**src/rtl/chroma_recon8x8_pkg.sv**
```systemverilog
// rtl/chroma_recon8x8_pkg.sv - shared chroma intra constants and types
package chroma_recon8x8_pkg;

  // Mode encodings shared with the encoder-side mode decision.
  localparam logic [2:0] MODE_V  = 3'd0;
  localparam logic [2:0] MODE_H  = 3'd1;
  localparam logic [2:0] MODE_DC = 3'd2;

  typedef enum logic [1:0] {
    IDLE  = 2'd0,
    PREP  = 2'd1,
    ROWS  = 2'd2,
    DRAIN = 2'd3
  } state_t;

  // Largest unsigned pixel value for a given bit depth.
  function automatic int pix_max(input int bitdepth);
    return (1 << bitdepth) - 1;
  endfunction

endpackage

```
**src/rtl/chroma_recon8x8_recon_clip_row.sv**
```systemverilog
// rtl/chroma_recon8x8_recon_clip_row.sv - one row of prediction + residual with pixel clipping
module recon_clip_row
  import chroma_recon8x8_pkg::*;
#(
  parameter int BITDEPTH = 8,
  parameter int N        = 8
) (
  input  logic [N*BITDEPTH-1:0] pred_row,
  input  logic [N*BITDEPTH-1:0] res_row,
  output logic [N*BITDEPTH-1:0] pix_row
);

  // Two extra bits hold an unsigned pixel plus a signed residual without wrap.
  localparam int SW = BITDEPTH + 2;
  localparam logic signed [SW-1:0] MAXV = SW'(pix_max(BITDEPTH));

  for (genvar c = 0; c < N; c++) begin : g_col
    logic [BITDEPTH-1:0]  pred;
    logic [BITDEPTH-1:0]  res;
    logic signed [SW-1:0] sum;

    assign pred = pred_row[c*BITDEPTH +: BITDEPTH];
    assign res  = res_row[c*BITDEPTH +: BITDEPTH];
    assign sum  = $signed({2'b00, pred}) + $signed({{2{res[BITDEPTH-1]}}, res});

    assign pix_row[c*BITDEPTH +: BITDEPTH] =
      (sum < 0)    ? '0 :
      (sum > MAXV) ? MAXV[BITDEPTH-1:0] :
                     sum[BITDEPTH-1:0];
  end

endmodule

```
**src/rtl/chroma_recon8x8.sv**
```systemverilog
// rtl/chroma_recon8x8.sv - chroma 8x8 intra reconstruction, one row per handshake
module chroma_recon8x8
  import chroma_recon8x8_pkg::*;
#(
  parameter int BITDEPTH = 8,
  parameter int N        = 8
) (
  input  logic                  clk,
  input  logic                  reset,
  input  logic                  start,
  input  logic [2:0]            mode,
  input  logic [N*BITDEPTH-1:0] top,
  input  logic [N*BITDEPTH-1:0] left,
  input  logic                  top_avail,
  input  logic                  left_avail,
  input  logic                  res_valid,
  output logic                  res_ready,
  input  logic [N*BITDEPTH-1:0] res_row,
  output logic                  out_valid,
  input  logic                  out_ready,
  output logic [N*BITDEPTH-1:0] out_row,
  output logic                  out_last,
  output logic                  busy
);

  localparam int RW   = $clog2(N);
  localparam int SUMW = BITDEPTH + 4;

  state_t                state_q, state_d;
  logic [RW-1:0]         row_q;
  logic [2:0]            mode_q;
  logic [N*BITDEPTH-1:0] top_q, left_q;
  logic                  top_av_q, left_av_q;
  logic [BITDEPTH-1:0]   dc_q, dc_d;
  logic [SUMW-1:0]       sum_t, sum_l, tmp_both, tmp_t, tmp_l;
  logic [BITDEPTH-1:0]   left_sel;
  logic [N*BITDEPTH-1:0] pred_row, pix_row;
  logic                  row_load, last_row;

  assign busy     = (state_q != IDLE);
  assign last_row = (row_q == RW'(N - 1));
  assign row_load = (state_q == ROWS) && res_valid && res_ready;
  assign left_sel = left_q[int'(row_q)*BITDEPTH +: BITDEPTH];

  // State register.
  always_ff @(posedge clk or negedge reset) begin
    if (!reset) state_q <= IDLE;
    else        state_q <= state_d;
  end

  // Next-state logic and residual-side ready.
  always_comb begin
    state_d   = state_q;
    res_ready = 1'b0;
    case (state_q)
      IDLE:  if (start) state_d = PREP;
      PREP:  state_d = ROWS;
      ROWS: begin
        res_ready = !out_valid || out_ready;
        if (res_valid && res_ready && last_row) state_d = DRAIN;
      end
      DRAIN: if (out_valid && out_ready) state_d = IDLE;
      default: state_d = IDLE;
    endcase
  end

  // DC value from the captured neighbours, selected by availability.
  always_comb begin
    sum_t = '0;
    sum_l = '0;
    for (int c = 0; c < N; c++) begin
      sum_t = sum_t + SUMW'(top_q[c*BITDEPTH +: BITDEPTH]);
      sum_l = sum_l + SUMW'(left_q[c*BITDEPTH +: BITDEPTH]);
    end
    tmp_both = sum_t + sum_l + SUMW'(8);
    tmp_t    = sum_t + SUMW'(4);
    tmp_l    = sum_l + SUMW'(4);
    dc_d     = '0;
    case ({top_av_q, left_av_q})
      2'b11:   dc_d = tmp_both[BITDEPTH+3:4];
      2'b10:   dc_d = tmp_t[BITDEPTH+2:3];
      2'b01:   dc_d = tmp_l[BITDEPTH+2:3];
      default: dc_d[BITDEPTH-1] = 1'b1;
    endcase
  end

  // Prediction row for the current row counter; unknown modes fall back to vertical.
  always_comb begin
    pred_row = top_q;
    for (int c = 0; c < N; c++) begin
      case (mode_q)
        MODE_V:  pred_row[c*BITDEPTH +: BITDEPTH] = top_q[c*BITDEPTH +: BITDEPTH];
        MODE_H:  pred_row[c*BITDEPTH +: BITDEPTH] = left_sel;
        MODE_DC: pred_row[c*BITDEPTH +: BITDEPTH] = dc_q;
        default: pred_row[c*BITDEPTH +: BITDEPTH] = top_q[c*BITDEPTH +: BITDEPTH];
      endcase
    end
  end

  recon_clip_row #(
    .BITDEPTH (BITDEPTH),
    .N        (N)
  ) u_clip (
    .pred_row (pred_row),
    .res_row  (res_row),
    .pix_row  (pix_row)
  );

  // Block capture, DC register and row counter.
  always_ff @(posedge clk or negedge reset) begin
    if (!reset) begin
      mode_q    <= '0;
      top_q     <= '0;
      left_q    <= '0;
      top_av_q  <= 1'b0;
      left_av_q <= 1'b0;
      dc_q      <= '0;
      row_q     <= '0;
    end else begin
      if (state_q == IDLE && start) begin
        mode_q    <= mode;
        top_q     <= top;
        left_q    <= left;
        top_av_q  <= top_avail;
        left_av_q <= left_avail;
        row_q     <= '0;
      end
      if (state_q == PREP) dc_q <= dc_d;
      if (row_load) row_q <= row_q + RW'(1);
    end
  end

  // Single output register: loads on an accepted row, holds until taken.
  always_ff @(posedge clk or negedge reset) begin
    if (!reset) begin
      out_valid <= 1'b0;
      out_last  <= 1'b0;
      out_row   <= '0;
    end else if (row_load) begin
      out_valid <= 1'b1;
      out_last  <= last_row;
      out_row   <= pix_row;
    end else if (out_valid && out_ready) begin
      out_valid <= 1'b0;
      out_last  <= 1'b0;
    end
  end

endmodule

```
**config.mk**
```make
export PLATFORM = sky130hd
export DESIGN_NAME = chroma_recon8x8
export DESIGN_NICKNAME = d
export VERILOG_FILES = /design/src/rtl/chroma_recon8x8_pkg.sv /design/src/rtl/chroma_recon8x8_recon_clip_row.sv /design/src/rtl/chroma_recon8x8.sv
export SDC_FILE = /design/constraint.sdc
export NUM_CORES = 1
export LEC_CHECK = 0
export ABC_AREA = 1
export CAP_MARGIN = 15
export CORE_MARGIN = 2
export CORE_UTILIZATION = 40
export DETAILED_ROUTE_END_ITERATION = 7
export HOLD_SLACK_MARGIN = 0.12
export SYNTH_ARGS = -nofsm -noshare
export SYNTH_HDL_FRONTEND = slang
export SYNTH_SLANG_ARGS = --single-unit
```
**constraint.sdc**
```tcl
create_clock -name clk -period 11.7 [get_ports clk]
set_clock_uncertainty 0.1 [all_clocks]
set_input_delay 2.34 -clock clk [delete_from_list [all_inputs] [get_ports clk]]
set_output_delay 2.34 -clock clk [all_outputs]
set_load 0.05 [all_outputs]
```
**Signal wires on met4**

Supply wires on this layer in grey.
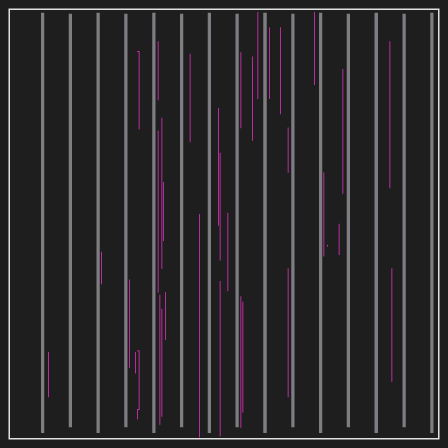
nets with wire on the layer	25
longest straight run	109 um
main direction	vertical
sum of routed wire length over all layers: 47710 um
via count: 14370

**Register map, names as in the netlist**

Other sequential cells in the stronger grey, the rest of the logic in the fainter grey.
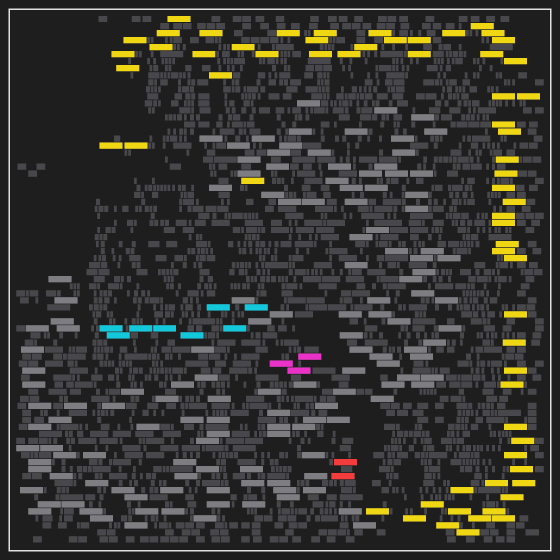
netlist name	colour	placed flops
`dc_q`	cyan	8
`state_q`	red	2
`out_row`	yellow	64
`mode_q`	magenta	3
not coloured	135
share of the final layout cell area in sequential cells: 25.44%
register area: 5305 sq um

**The clock network**

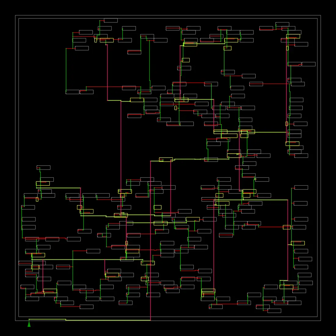
Clock Latency Late Sink: 560 ps
number of clock sinks seen by CTS: 212
flop count: 212
clock buffer count: 43

==> results.txt <==
The flow completed. Subtracting the final worst setup slack from the clock period gives 6346 ps. The final timing report counts setup violations totalling 0. DRC violation total after the first TritonRoute iteration landed at 769.

Logic depth of the worst register-to-register path landed at 28. The critical path is of the input pin to output pin type. Post-DP HPWL landed at 37630 um. The number of clock buffers added by TritonCTS is 27. In this run the cell area of the synthesized design comes to 16780 sq um. The horizontal die dimension reported for this design is 208.8 um. For reference, the critical path is launched at out_ready.

Depth of the CTS H-tree landed at 1. The run finished with clean final reports. CTS reports a maximum clock tree buffer depth of 3. Timing-limited maximum frequency landed at 0.1576 GHz. The tool flagged a number of max-cap violations equal to 0. After clock tree synthesis, the repair step resized 0 gates.

The timing report attributes the biggest portion of critical-path delay to buffers and inverters. The finished layout reports a core utilization of 50.04%. Number of placed instances with taps included landed at 2861. Warnings reported by Yosys during synthesis add up to 0. The worst hold path belongs to the class flip-flop to flip-flop. The max-slew check reports its worst relative slack as 26.62%. Clock tree synthesis selected as its root buffer the cell sky130_fd_sc_hd__clkbuf_16. Initial antenna violation count landed at 5.
**Cell sizes after repair**

Scale bar: 50 um.
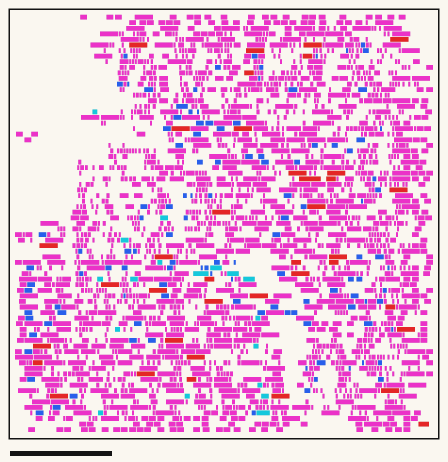
size	colour	cells	share
_3 and _4 cells	cyan	18	0.76%
_6 and larger	red	38	1.6%
_2 cells	blue	117	4.9%
_0 and _1 cells	magenta	2195	93%
final worst slack: 5354 ps
buffers outside the clock class: 276
area of all placed cells without fillers: 20850 sq um

**Clock network drawn from the DEF**

Scale bar: 50 um.
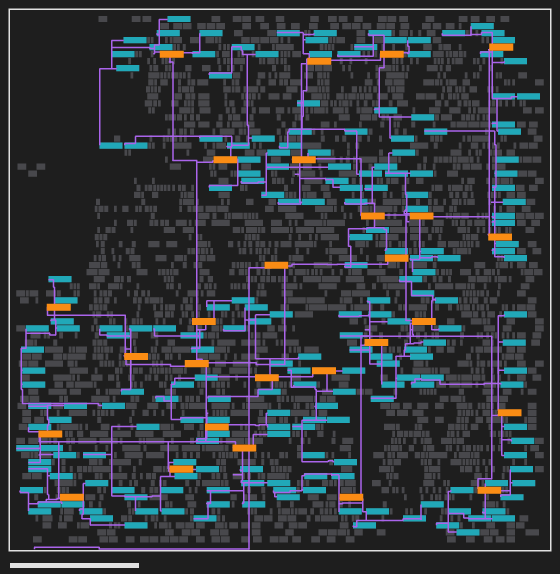
[flip-flops] cyan | count: 212
[clock drivers] orange | count: 27
[clock wires] purple | length: 3540 um
flops lie	spread over the die
routed clock nets	28

==> worst reg2reg max path: cells and delay by family (launching register included) <==
kind	cells	cell delay, ps
AND/OR/NAND/NOR	10	990
AND-OR/OR-AND	2	290
buffers and inverters	8	540
adder cells (fa/ha/maj)	8	3360
flip-flops	1	320
==> worst min path at each step <==
| stage | start | end | slack [ps] | cells after the start |
|---|---|---|---|---|
| 3_5_place_dp | out_row[35] | out_row[35] | 370 | 2 |
| 3_3_place_gp | out_row[24] | out_row[24] | 360 | 2 |
| 2_1_floorplan | dc_q[6] | dc_q[6] | 350 | 2 |
| 4_1_cts | out_row[61] | out_row[61] | 380 | 2 |
| 6_report | out_row[33] | out_row[33] | 380 | 2 |
| 5_1_grt | out_row[60] | out_row[60] | 400 | 2 |
==> flip-flops by register name, indices dropped and copies added, names as in the netlist <==
signal     count
dc_q           8
left_av_q      1
left_q        64
mode_q         3
out_last       1
out_row       64
out_valid      1
row_q          3
state_q        2
top_av_q       1
top_q         64
==> cell families (layout without fill, tap and decap cells) <==
family | count (synthesis) | in the layout
simple gates | 769 | 769
flops | 212 | 212
xor+xnor | 53 | 53
fa+ha+maj | 223 | 223
buf+inv | 441 | 713
mux | 45 | 45
compound gates | 353 | 353
other cells | 0 | 4
==> stage by stage <==
step	hold slack (ps)	cell area, sq um
5_1_grt	400.8	20850
6_report	377.8	20850
2_1_floorplan	349.3	16780
4_1_cts	382.7	20840
3_3_place_gp	363.6	19970
3_5_place_dp	367.3	19970
==> layer usage <==
metal | wire, um | GRT usage, %
met1 | 21160 | 29.45
met2 | 22900 | 37.84
met3 | 2082 | 3.006
met4 | 1564 | 7.611
met5 | 10 | 0
